**Track usage over the die**

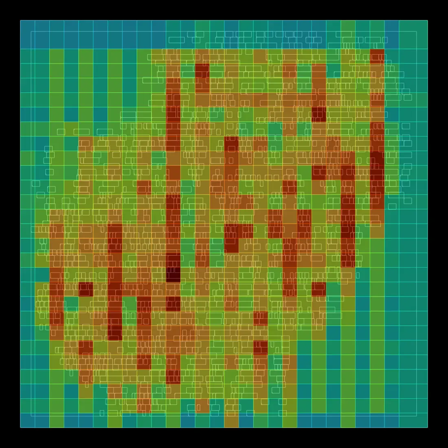
**The metal 2 layer**

The bar under the picture is 50 um long.
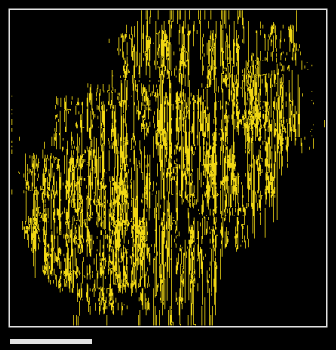
**Gate families picked out**

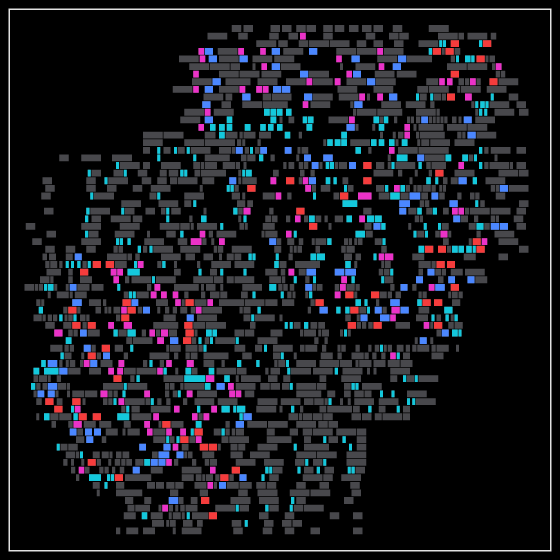
## config.mk

```make
export PLATFORM = sky130hd
export DESIGN_NAME = bpm_update_scheduler
export DESIGN_NICKNAME = d
export VERILOG_FILES = /design/src/rtl/bpm_update_scheduler_pkg.sv /design/src/rtl/bpm_update_scheduler_clamp.sv /design/src/rtl/bpm_update_scheduler.sv
export SDC_FILE = /design/constraint.sdc
export NUM_CORES = 1
export LEC_CHECK = 0
export CAP_MARGIN = 0
export CORE_MARGIN = 5
export CORE_UTILIZATION = 35
export DETAILED_ROUTE_END_ITERATION = 8
export GPL_TIMING_DRIVEN = 0
export MAX_ROUTING_LAYER = met4
export SLEW_MARGIN = 0
export SYNTH_ARGS = -nofsm -noshare
export SYNTH_HDL_FRONTEND = slang
export SYNTH_SLANG_ARGS = --single-unit
```

## constraint.sdc

```tcl
create_clock -name i_clk -period 6.7 [get_ports i_clk]
set_clock_uncertainty 0.2 [all_clocks]
set_input_delay 0.67 -clock i_clk [delete_from_list [all_inputs] [get_ports i_clk]]
set_output_delay 0.67 -clock i_clk [all_outputs]
set_load 0.02 [all_outputs]
```

## src/rtl/bpm_update_scheduler_pkg.sv

```systemverilog
// ---------------------------------------------------------------------------
// bpm_update_scheduler_pkg
// Shared definitions for the BPM update scheduler:
//   - FSM state encoding (IDLE / CALC / LOAD / WAIT)
//   - signed step sizes contributed by each button pulse
//   - default BPM range and power-up value
//   - btn_sum(): net signed step requested by one cycle of button pulses
// ---------------------------------------------------------------------------
package bpm_update_scheduler_pkg;

  // FSM state encoding
  localparam logic [1:0] ST_IDLE = 2'd0;
  localparam logic [1:0] ST_CALC = 2'd1;
  localparam logic [1:0] ST_LOAD = 2'd2;
  localparam logic [1:0] ST_WAIT = 2'd3;

  // Signed step contributed by each button
  localparam int DELTA_PLUS_1  = 1;
  localparam int DELTA_PLUS_5  = 5;
  localparam int DELTA_MINUS_1 = -1;
  localparam int DELTA_MINUS_5 = -5;

  // Default BPM range and value loaded after reset
  localparam int DEF_BPM_MIN     = 20;
  localparam int DEF_BPM_MAX     = 300;
  localparam int DEF_BPM_DEFAULT = 120;

  // Several buttons may pulse in the same cycle; their steps simply add up.
  function automatic int btn_sum(input logic plus_1, input logic plus_5,
                                 input logic minus_1, input logic minus_5);
    int total;
    total = 0;
    if (plus_1)  total += DELTA_PLUS_1;
    if (plus_5)  total += DELTA_PLUS_5;
    if (minus_1) total += DELTA_MINUS_1;
    if (minus_5) total += DELTA_MINUS_5;
    return total;
  endfunction

endpackage

```

## src/rtl/bpm_update_scheduler_clamp.sv

```systemverilog
// ---------------------------------------------------------------------------
// bpm_clamp
// Combinational signed add followed by a clamp to [BPM_MIN, BPM_MAX].
// Ports:
//   base    in  W  signed base value (current BPM, or zero for absolute writes)
//   addend  in  W  signed addend (button delta, or absolute UART value)
//   result  out W  base + addend limited to [BPM_MIN, BPM_MAX]
//   sat     out 1  high when the raw sum lay outside the legal range
// ---------------------------------------------------------------------------
module bpm_clamp #(
  parameter int W       = 34,
  parameter int BPM_MIN = 20,
  parameter int BPM_MAX = 300
) (
  input  logic signed [W-1:0] base,
  input  logic signed [W-1:0] addend,
  output logic signed [W-1:0] result,
  output logic                sat
);

  localparam logic signed [W-1:0] LO = W'(BPM_MIN);
  localparam logic signed [W-1:0] HI = W'(BPM_MAX);

  logic signed [W-1:0] sum;

  // W carries two spare bits over the BPM width, so the raw sum of an
  // unsigned BPM and a small signed delta (or zero plus an unsigned UART
  // value) can never wrap before it is compared against the limits.
  always_comb begin
    sum    = base + addend;
    result = sum;
    sat    = 1'b0;
    if (sum < LO) begin
      result = LO;
      sat    = 1'b1;
    end else if (sum > HI) begin
      result = HI;
      sat    = 1'b1;
    end
  end

endmodule

```

## src/rtl/bpm_update_scheduler.sv

```systemverilog
// ---------------------------------------------------------------------------
// bpm_update_scheduler
// Collects BPM change requests from four button pulses and the UART command
// path, then sequences each accepted change into the BPM datapath: one
// clamped load per change, followed by a wait for the trigger-value recompute.
// Ports:
//   i_clk             in   1      clock
//   i_reset_n         in   1      synchronous active-low reset
//   i_btn_plus_1/5    in   1      single-cycle +1 / +5 requests
//   i_btn_minus_1/5   in   1      single-cycle -1 / -5 requests
//   i_uart_msg        in   1      single-cycle absolute BPM request
//   i_uart_bpm_count  in   BPM_W  absolute BPM, valid with i_uart_msg
//   i_calc_done       in   1      datapath finished recomputing
//   o_bpm_value       out  BPM_W  committed BPM
//   o_bpm_load        out  1      pulse: o_bpm_value just changed
//   o_bpm_changed     out  1      pulse: recompute finished
//   o_busy            out  1      FSM not in IDLE
//   o_sat             out  1      pulse: candidate was clamped
//   o_err             out  1      sticky recompute timeout
// ---------------------------------------------------------------------------
module bpm_update_scheduler
  import bpm_update_scheduler_pkg::*;
#(
  parameter int BPM_W       = 32,
  parameter int BPM_MIN     = DEF_BPM_MIN,
  parameter int BPM_MAX     = DEF_BPM_MAX,
  parameter int BPM_DEFAULT = DEF_BPM_DEFAULT,
  parameter int TIMEOUT     = 1024
) (
  input  logic             i_clk,
  input  logic             i_reset_n,
  input  logic             i_btn_plus_1,
  input  logic             i_btn_plus_5,
  input  logic             i_btn_minus_1,
  input  logic             i_btn_minus_5,
  input  logic             i_uart_msg,
  input  logic [BPM_W-1:0] i_uart_bpm_count,
  input  logic             i_calc_done,
  output logic [BPM_W-1:0] o_bpm_value,
  output logic             o_bpm_load,
  output logic             o_bpm_changed,
  output logic             o_busy,
  output logic             o_sat,
  output logic             o_err
);

  localparam int ACC_W = BPM_W + 2;
  localparam int TMR_W = $clog2(TIMEOUT + 1);
  localparam logic signed [ACC_W-1:0] DELTA_LIM = ACC_W'(BPM_MAX - BPM_MIN);

  logic [1:0]              state;
  logic signed [ACC_W-1:0] delta_acc;
  logic                    uart_pend;
  logic [BPM_W-1:0]        uart_val;
  logic                    take_uart;
  logic signed [ACC_W-1:0] take_operand;
  logic [BPM_W-1:0]        cand_q;
  logic [TMR_W-1:0]        timer;

  logic                    take_btn;
  logic signed [ACC_W-1:0] step;
  logic signed [ACC_W-1:0] acc_sum;
  logic signed [ACC_W-1:0] acc_next;
  logic signed [ACC_W-1:0] clamp_base;
  logic signed [ACC_W-1:0] clamp_result;
  logic                    clamp_sat;

  assign o_busy = (state != ST_IDLE);

  // IDLE hands the button delta to CALC only when no UART value is waiting.
  assign take_btn = (state == ST_IDLE) && !uart_pend && (delta_acc != '0);

  // Next value of the button accumulator. When IDLE is taking the current
  // delta this cycle, this cycle's pulses start a fresh accumulation instead.
  // The accumulator saturates at the width of the legal BPM range, since any
  // larger step would clamp to the same end point anyway.
  always_comb begin
    step     = ACC_W'(btn_sum(i_btn_plus_1, i_btn_plus_5,
                              i_btn_minus_1, i_btn_minus_5));
    acc_sum  = (take_btn ? '0 : delta_acc) + step;
    acc_next = acc_sum;
    if (acc_sum > DELTA_LIM) begin
      acc_next = DELTA_LIM;
    end else if (acc_sum < -DELTA_LIM) begin
      acc_next = -DELTA_LIM;
    end
  end

  // Absolute UART writes start from zero; button deltas are relative to the
  // committed value.
  assign clamp_base = take_uart ? '0 : {2'b00, o_bpm_value};

  bpm_clamp #(
    .W       (ACC_W),
    .BPM_MIN (BPM_MIN),
    .BPM_MAX (BPM_MAX)
  ) u_clamp (
    .base   (clamp_base),
    .addend (take_operand),
    .result (clamp_result),
    .sat    (clamp_sat)
  );

  // Pending-request capture and the IDLE/CALC/LOAD/WAIT sequencer.
  // Reset drops into LOAD with the default as candidate, so the datapath
  // always sees an initial load. IDLE copies the chosen request into
  // take_operand, leaving the pending registers free to collect new pulses
  // while the change is in flight. A UART write overrides any button delta
  // collected so far, including pulses in its own cycle.
  always_ff @(posedge i_clk) begin
    if (!i_reset_n) begin
      state         <= ST_LOAD;
      o_bpm_value   <= BPM_W'(BPM_DEFAULT);
      cand_q        <= BPM_W'(BPM_DEFAULT);
      delta_acc     <= '0;
      uart_pend     <= 1'b0;
      uart_val      <= '0;
      take_uart     <= 1'b0;
      take_operand  <= '0;
      timer         <= '0;
      o_bpm_load    <= 1'b0;
      o_bpm_changed <= 1'b0;
      o_sat         <= 1'b0;
      o_err         <= 1'b0;
    end else begin
      o_bpm_load    <= 1'b0;
      o_bpm_changed <= 1'b0;
      o_sat         <= 1'b0;

      if (i_uart_msg) begin
        uart_pend <= 1'b1;
        uart_val  <= i_uart_bpm_count;
        delta_acc <= '0;
      end else begin
        if ((state == ST_IDLE) && uart_pend) begin
          uart_pend <= 1'b0;
        end
        delta_acc <= acc_next;
      end

      case (state)
        ST_IDLE: begin
          if (uart_pend) begin
            take_uart    <= 1'b1;
            take_operand <= {2'b00, uart_val};
            state        <= ST_CALC;
          end else if (take_btn) begin
            take_uart    <= 1'b0;
            take_operand <= delta_acc;
            state        <= ST_CALC;
          end
        end
        ST_CALC: begin
          o_sat  <= clamp_sat;
          cand_q <= clamp_result[BPM_W-1:0];
          state  <= (clamp_result == {2'b00, o_bpm_value}) ? ST_IDLE : ST_LOAD;
        end
        ST_LOAD: begin
          o_bpm_value <= cand_q;
          o_bpm_load  <= 1'b1;
          timer       <= '0;
          state       <= ST_WAIT;
        end
        ST_WAIT: begin
          if (i_calc_done) begin
            o_bpm_changed <= 1'b1;
            state         <= ST_IDLE;
          end else if (timer == TMR_W'(TIMEOUT - 1)) begin
            o_err <= 1'b1;
            state <= ST_IDLE;
          end else begin
            timer <= timer + 1'b1;
          end
        end
        default: state <= ST_IDLE;
      endcase
    end
  end

endmodule

```

==> impl_metrics.json <==
{
  "most_common_cell": "dfxtp_1",
  "dpl.hpwl_um": 30000,
  "crit_path_start_kind": "register",
  "drv_cap": 0,
  "layout.area.comb_um2": 7730,
  "tightest_slew_ns": 0.770,
  "path_clk_slew_ns": 0.07,
  "crit_family": "simple AND/OR/NAND/NOR gates",
  "slew_viol_final": 0,
  "layout_top_cells": "dfxtp_1 (183), nor2_1 (171), a21oi_1 (92), nand2_1 (81)",
  "regArea_um2": 3660,
  "synthDominantCellAreaShare_pct": 31.3,
  "power_leader": "registers",
  "cp-startpoint": "delta_acc[30]",
  "synth_seq_share_pct": 31.3,
  "rsz0062_at_grt": "no",
  "synth-edff-count": 0,
  "fp-utilization_pct": 35.2,
  "hp-start": "cand_q[7]",
  "nonClkBufAreaFrac_pct": 7.64,
  "drt-initial-drc-count": 889,
  "power_uw": 3140,
  "cts_hold_buf": 0,
  "synth_warnings": 0,
  "slowest_delay_ns": 0.54,
  "clk_latency_ns": 0.45,
  "adder_share_pct": 8.10,
  "tritoncts": "yes",
  "cts.sinks": 183,
  "postCtsSetupBuffers": 0,
  "synth_cells": 1424,
  "fp.coreArea_um2": 33300,
  "outcome": "completed",
  "synth.comb.largest_family": "AND-OR/OR-AND gates",
  "placed_area_um2": 13000,
  "fin_nets": 1630,
  "worstReg2RegStart": "delta_acc[30]",
  "r2r_end": "delta_acc[1]"
}
## Picture notes: 'track usage over the die'
GRT Overall Usage: 20.5%
met2 GRT Util: 32.2%
grt peak-use layer: met2

## Picture notes: 'the metal 2 layer'
The longest straight run is 77.2 um. The layer carries 17200 um of wire. 1381 nets have wire on it. The layer holds 46% of the routed length. The wires run mostly vertical.
via count: 11000
routed wire length: 37300 um

## Picture notes: 'gate families picked out'
Key: AND-OR and OR-AND gates = blue [cells 99, where spread over the die]; XOR/XNOR gates = red [cells 64, where spread over the die]; NOR gates = cyan [cells 270]; AND and OR gates = magenta [cells 111]
dominant logic cell type in the layout: dfxtp_1
combinational share of cell area: 56.2%
non-filler cells, final: 1977

